$ cat src/rtl/fetch_stage.sv
// fetch_stage: IF stage of the 5-stage RISC-V pipeline.
//
// Owns the fetch PC, drives it straight into the combinational instruction
// memory and captures the returned word into the IF/ID register. The next PC
// comes from one of several sources: a branch/jump redirect from EX, an mret
// return to the saved mepc, entry to the interrupt vector, a hazard stall, or
// sequential fetch.
//
// Ports:
//   clk, rst         clock (rising edge) and synchronous active-high reset
//   stall_f          hold the fetch PC
//   stall_d          hold the IF/ID register
//   flush_d          replace the IF/ID contents with a bubble
//   branch_taken_e   redirect request from EX, with target branch_target_e
//   mret_d           decode holds an mret in IF/ID
//   irq              level-sensitive external interrupt
//   imem_addr        byte address into IMem (always equal to pc_f)
//   imem_instr       IMem read data for imem_addr, same cycle
//   pc_f             current fetch PC
//   instr_d, pc_d, pc_plus4_d, valid_d   IF/ID register contents
//   mepc             PC to return to on mret
//   in_isr           interrupt handler active; masks irq
module fetch_stage #(
  parameter int unsigned           ADDR_WIDTH  = 32,
  parameter int unsigned           INST_WIDTH  = 32,
  parameter logic [ADDR_WIDTH-1:0] RESET_PC    = '0,
  parameter logic [ADDR_WIDTH-1:0] TRAP_VECTOR = ADDR_WIDTH'(300),
  parameter int unsigned           PC_STEP     = 4,
  parameter logic [INST_WIDTH-1:0] NOP_INSTR   = INST_WIDTH'(32'h00000013)
) (
  input  logic                  clk,
  input  logic                  rst,
  input  logic                  stall_f,
  input  logic                  stall_d,
  input  logic                  flush_d,
  input  logic                  branch_taken_e,
  input  logic [ADDR_WIDTH-1:0] branch_target_e,
  input  logic                  mret_d,
  input  logic                  irq,
  output logic [ADDR_WIDTH-1:0] imem_addr,
  input  logic [INST_WIDTH-1:0] imem_instr,
  output logic [ADDR_WIDTH-1:0] pc_f,
  output logic [INST_WIDTH-1:0] instr_d,
  output logic [ADDR_WIDTH-1:0] pc_d,
  output logic [ADDR_WIDTH-1:0] pc_plus4_d,
  output logic                  valid_d,
  output logic [ADDR_WIDTH-1:0] mepc,
  output logic                  in_isr
);

  logic                  mret_eff;
  logic                  irq_acc;
  logic                  bubble_d;
  logic [ADDR_WIDTH-1:0] pc_seq;

  assign imem_addr = pc_f;
  assign pc_seq    = pc_f + ADDR_WIDTH'(PC_STEP);

  // An mret only counts when the decode slot holds a real instruction; a
  // squashed mret must not return.
  assign mret_eff = mret_d & valid_d;

  // Interrupts are accepted only when nothing older is redirecting the PC and
  // the PC is free to move. A refused irq is simply seen again next cycle
  // because it is level-sensitive.
  assign irq_acc = irq & ~in_isr & ~stall_f & ~branch_taken_e & ~mret_eff;

  // Every PC redirect squashes the word fetched this cycle.
  assign bubble_d = branch_taken_e | mret_eff | irq_acc | flush_d;

  // Fetch PC, saved return PC and handler flag.
  always_ff @(posedge clk) begin
    if (rst) begin
      pc_f   <= RESET_PC;
      mepc   <= '0;
      in_isr <= 1'b0;
    end else if (branch_taken_e) begin
      pc_f <= branch_target_e;
    end else if (mret_eff) begin
      pc_f   <= mepc;
      in_isr <= 1'b0;
    end else if (irq_acc) begin
      // The instruction at pc_f is squashed, so it is the one to re-execute.
      pc_f   <= TRAP_VECTOR;
      mepc   <= pc_f;
      in_isr <= 1'b1;
    end else if (!stall_f) begin
      pc_f <= pc_seq;
    end
  end

  // IF/ID pipeline register; a bubble wins over a decode stall.
  always_ff @(posedge clk) begin
    if (rst || bubble_d) begin
      instr_d    <= NOP_INSTR;
      pc_d       <= '0;
      pc_plus4_d <= '0;
      valid_d    <= 1'b0;
    end else if (!stall_d) begin
      instr_d    <= imem_instr;
      pc_d       <= pc_f;
      pc_plus4_d <= pc_seq;
      valid_d    <= 1'b1;
    end
  end

endmodule

$ cat config.mk
export PLATFORM = sky130hd
export DESIGN_NAME = fetch_stage
export DESIGN_NICKNAME = d
export VERILOG_FILES = /design/src/rtl/fetch_stage.sv
export SDC_FILE = /design/constraint.sdc
export NUM_CORES = 1
export LEC_CHECK = 0
export CORE_MARGIN = 8
export CORE_UTILIZATION = 30
export CTS_CLUSTER_DIAMETER = 50
export DETAILED_ROUTE_END_ITERATION = 10
export DONT_BUFFER_PORTS = 1
export PLACE_DENSITY = 0.43
export SETUP_SLACK_MARGIN = 0.2
export SYNTH_ARGS = -nofsm -noshare
export SYNTH_HDL_FRONTEND = slang
export SYNTH_SLANG_ARGS = --single-unit
$ cat constraint.sdc
create_clock -name clk -period 3.1 [get_ports clk]
set_input_delay 0.62 -clock clk [delete_from_list [all_inputs] [get_ports clk]]
set_output_delay 0.62 -clock clk [all_outputs]
set_load 0.005 [all_outputs]
==> metrics.cfg, run 1 <==
[synth]
yosys_cells = 883
topCombFamilyByArea = simple AND/OR/NAND/NOR gates
ys_seq_elements = 160
syn_area_per_cell_um2 = 8.36
ys_seq_share_pct = 43.4
ff_type = dfxtp_1
synth_cells = 883

[cells_and_area]
final_nets = 896
syn2layout_area_growth_pct = 9.71
design_area_um2 = 8100
num-fill-cells = 2598
layout_top_cells = dfxtp_1 (160), nand2_1 (114), nor2_1 (104), a21oi_1 (81), mux2i_1 (75)

[final_timing]
hold_violations = 0
period_used_pct = 77.3
finalSetupViolCount = 0

[power_and_ir_drop]
seq_power_share_pct = 46.5
maxPowerGroup = sequential cells
worst_ir_drop_vdd_v = 0.000236
power_frac_comb_pct = 7.1

[status]
run_status = finished clean

[clock_network]
ctsRootBufferMaster = clkbuf_16
cts_tree = built
numCtsBuffers = 17

[grt]
use_met3_pct = 7.56
use_met1_pct = 20.0
grt_use_total_pct = 16.5

[hold_path]
hold_depth = 1

[setup_path]
start_kind = flop
end_kind = flop

[placement]
dp.cells = 1128
postPlaceCellArea_um2 = 7500

[detailed_routing]
wirelength_um = 25500

-- run 1: per-layer routing --
| layer | routed length [um] | vias up |
|---|---|---|
| li1 | - | 2883 |
| met1 | 10900 | 2803 |
| met2 | 11800 | 205 |
| met3 | 2640 | 7 |
| met4 | 166 | 0 |
| met5 | 0 | - |
-- run 1: cell type report --
type	count	area, um2	share of cell area [%]
clock inverters	13	161	1.99
clock buffers	19	433	5.35
inverters	21	78.8	0.973
diodes	1	2.50	0.0309
repair buffers	33	273	3.37
well taps	324	405	5.01
flip-flops and latches	160	3200	39.6
multi-input cells	590	3540	43.7
-- run 1: registers in the layout, indices dropped and copies added (netlist names) --
register / count
pc_plus4_d: 30
mepc: 32
in_isr: 1
pc_d: 32
instr_d: 32
imem_addr: 32
valid_d: 1
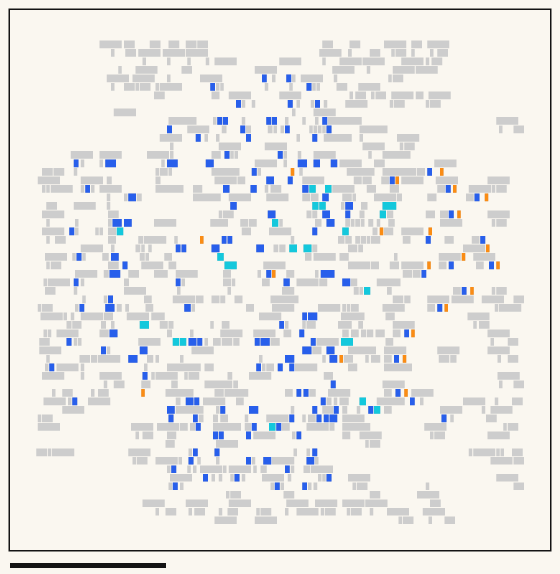
**Above:** run 1 (logic cells by family).
Scale bar: 50 um.
legend:
  cyan:
    family: and/or cells
    cells: 21
    most_used: or3_1
  blue:
    family: aoi and oai cells
    cells: 148
    most_used: a21oi_1
  orange:
    family: inv cells
    cells: 21
    most_used: inv_1
Comb/total area: 43.7%
dominant logic cell type in the layout: dfxtp_1
Layout Cells excl Fill: 1161

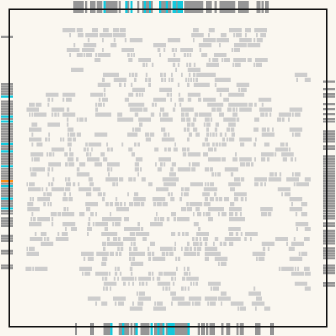
**Above:** run 1 (pin map).
Pins as bars across the die edge, other pins in grey.
legend:
  cyan:
    port: mepc
    pins: 32
    direction: output
    edge: 12 top, 11 bottom, 9 left
  orange:
    port: flush_d
    pins: 1
    direction: input
    edge: left

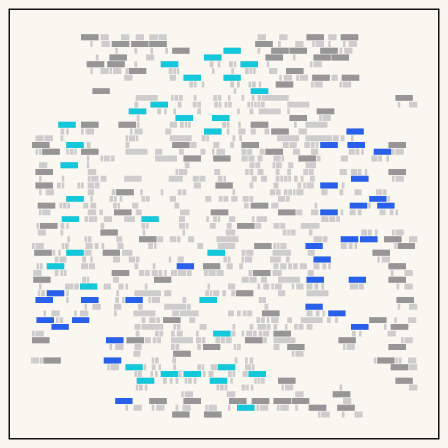
**Above:** run 1 (sequential cells grouped by signal name).
legend:
  blue:
    netlist_name: pc_plus4_d
    flops: 30
  cyan:
    netlist_name: mepc
    flops: 32
not coloured: 98

**Run 1: metal layers overlaid**

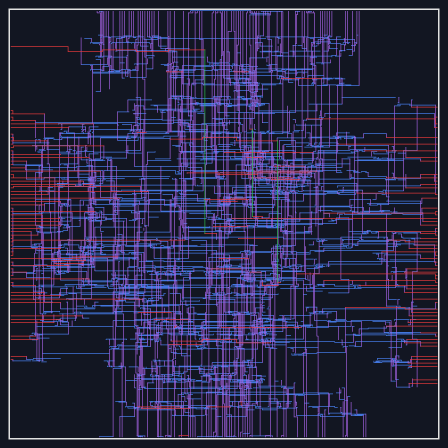

==> run 2, diff against run 1 <==
--- a/config.mk
+++ b/config.mk
@@ -10,7 +10,7 @@
 export CTS_CLUSTER_DIAMETER = 50
 export DETAILED_ROUTE_END_ITERATION = 10
 export DONT_BUFFER_PORTS = 1
-export PLACE_DENSITY = 0.43
+export PLACE_DENSITY = 0.44
 export SETUP_SLACK_MARGIN = 0.2
 export SYNTH_ARGS = -nofsm -noshare
 export SYNTH_HDL_FRONTEND = slang
==> constraint.sdc (replaced) <==
create_clock -name clk -period 1.99 [get_ports clk]
set_input_delay 0.398 -clock clk [delete_from_list [all_inputs] [get_ports clk]]
set_output_delay 0.398 -clock clk [all_outputs]
set_load 0.005 [all_outputs]
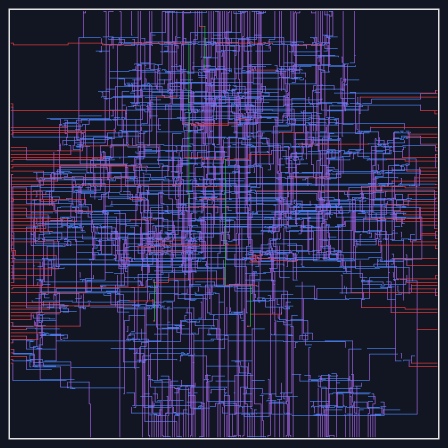
**Above:** run 2 (metal layers overlaid).
legend:
  blue:
    layer: M1
    wire_length: 11300 um
  green:
    layer: M4
    wire_length: 166 um
  red:
    layer: M3
    wire_length: 2350 um
  purple:
    layer: M2
    wire_length: 12500 um
routed len/inst: 21.8 um
Vias: 6127
GR Util All Layers: 16.8%

==> metrics.cfg, run 2 <==
[cells_and_area]
design_area_um2 = 8870
lay_top_count = dfxtp_1
seq_area_um2 = 3230
layout_top_cells = dfxtp_1 (146), nand2_1 (110), nor2_1 (102), mux2i_1 (75), buf_4 (68)
num-fill-cells = 2509
final_nets = 947
comb_area_um2 = 3750
instances_no_fill = 1211
syn2layout_area_growth_pct = 20.2

[setup_path]
rrSetupSlack_ps = 160
end_kind = flop
crit_end = pc_plus4_d[16]
critPathBufInv = 1
start_kind = flop

[grt]
grt_max_degree = 118
grt_most_used_layer = met2
antenna_found_initial = 1
use_met1_pct = 20.7

[detailed_routing]
drt-met1-wl_um = 11300
wl_met3_um = 2350
vias_per_cell = 5.06
drc = 0
wl_met2_um = 12500
wirelength_um = 26400
top_layer_used = met4

[clock_network]
cts_tree = built
ctsRootBufferMaster = clkbuf_16
numCtsBuffers = 17

[power_and_ir_drop]
power_frac_comb_pct = 8.9
worst_ir_drop_vdd_v = 0.000439
seq_power_share_pct = 45.1
powerComb_uw = 667
maxPowerGroup = the clock network

[hold_path]
hold_depth = 1

[synth]
syn_area_per_cell_um2 = 8.36
ff_type = dfxtp_1
yosys_warnings = 0
yosys_cells = 883
most_common_cell = dfxtp_1
ys_seq_share_pct = 43.4

[final_timing]
worst_pin_slew_ps = 478
period_used_pct = 92.2
finalSetupViolCount = 0

[floorplan]
die_h_um = 173
core_area_um2 = 24200

[placement]
dp.cells = 1157
postPlaceCellArea_um2 = 7870

[status]
run_status = finished clean

## run 2: final cells by class
cell class                 count  area share [%]
sequential                   160            36.4
clock buffer                  22            5.35
inverter                      21           0.889
clock inverter                 9            1.48
tap                          324            4.57
antenna                        1          0.0282
timing repair buffer          84            9.03
multi-input combinational    590            42.3
## run 2: cell families (layout without fill, tap and decap cells)
logic type	after synthesis	count (layout)	synth area share, %
adders and majority gates	1	1	0.169
AOI/OAI and AO/OA	176	176	14.8
muxes	75	75	10.2
xor gates and xnor gates	26	26	3.09
other	0	1	0
and+or+nand+nor	312	312	19.5
buffers and inverters	133	136	8.85
DFF	160	160	43.4
**Run 2: logic cells by family**

Scale bar: 50 um.
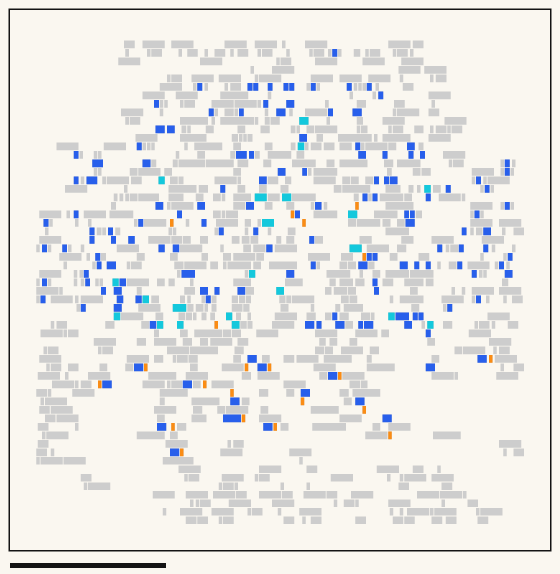

==> run 3, diff against run 2 <==
--- a/config.mk
+++ b/config.mk
@@ -7,6 +7,7 @@
 export LEC_CHECK = 0
 export CORE_MARGIN = 8
 export CORE_UTILIZATION = 30
+export CTS_BUF_LIST = sky130_fd_sc_hd__clkbuf_2
 export CTS_CLUSTER_DIAMETER = 50
 export DETAILED_ROUTE_END_ITERATION = 10
 export DONT_BUFFER_PORTS = 1
==> constraint.sdc (replaced) <==
create_clock -name clk -period 1.5 [get_ports clk]
set_input_delay 0.3 -clock clk [delete_from_list [all_inputs] [get_ports clk]]
set_output_delay 0.3 -clock clk [all_outputs]
set_load 0.005 [all_outputs]
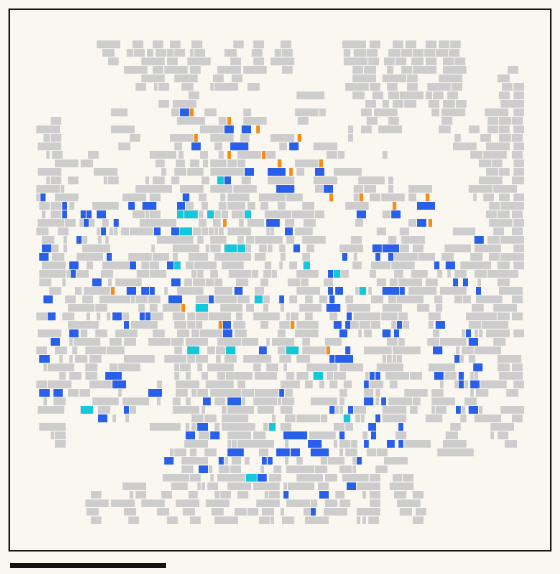
**Above:** run 3 (logic cells by family).
Scale bar: 50 um.
legend:
  orange:
    family: inv cells
    cells: 21
    most_used: inv_1
  blue:
    family: aoi and oai cells
    cells: 148
    most_used: a21oi_2
  cyan:
    family: and/or cells
    cells: 22
    where: centre

==> metrics.cfg, run 3 <==
[final_timing]
period_used_pct = 122
setup_slack_ps = -331
finalSetupViolCount = 219
holdWs_ps = -265
hold_violations = 107

[synth]
simple_gate_share_pct = 19.5
syn_area_per_cell_um2 = 8.36
xor_area_share_pct = 3.09
topCombFamilyByArea = simple AND/OR/NAND/NOR gates
ys_sh_aoi_pct = 14.8
yosys_cells = 883
synth_cells = 883
ys_seq_share_pct = 43.4
ys_seq_elements = 160

[status]
run_status = finished with violations
violations = negative hold slack, negative setup slack

[power_and_ir_drop]
powerComb_uw = 1810
worst_ir_drop_vdd_v = 0.000341
maxPowerGroup = sequential cells

[cells_and_area]
final_nets = 1120
syn2layout_area_growth_pct = 65.6
layout_top_cells = dfxtp_2 (109), dlygate4sd3_1 (88), mux2i_1 (75), buf_4 (62), nand2_1 (58)
buf_share_pct = 26.1
clkbuf_count = 18
sh_comb_area_pct = 39.3
lay_top_count = dfxtp_2
comb_area_um2 = 4800
seq_area_um2 = 3530
num-fill-cells = 2261

[floorplan]
nWellTaps = 324
core_area_um2 = 24200
die_h_um = 173

[clock_network]
numCtsBuffers = 17

[grt]
grt_max_degree = 118
grt_use_total_pct = 19.2
use_met1_pct = 24.5

[detailed_routing]
drc = 0
top_layer_used = met4

[setup_path]
end_kind = flop

[placement]
dp.cells = 1191

[run 3: cell counts after synthesis]
Identical to the previous run, type by type.
[run 3: kinds of logic (layout without fill, tap and decap cells)]
logic type      Yosys count  count (layout)
mux                      75              75
buf+inv                 133             307
fa+ha+maj                 1               1
compound gates          176             176
simple gates            312             313
flops                   160             160
xor+xnor                 26              26
other cells               0               2
[run 3: worst min-delay path by stage]
| stage | from | to | slack (ps) |
|---|---|---|---|
| after global placement | rst | imem_addr[8] | 380 |
| final | stall_d | valid_d | -260 |
| after detailed placement | rst | mepc[25] | 380 |
| after floorplan | flush_d | instr_d[0] | 400 |
| after CTS | stall_d | valid_d | -390 |
| after global routing | stall_d | pc_plus4_d[19] | -390 |
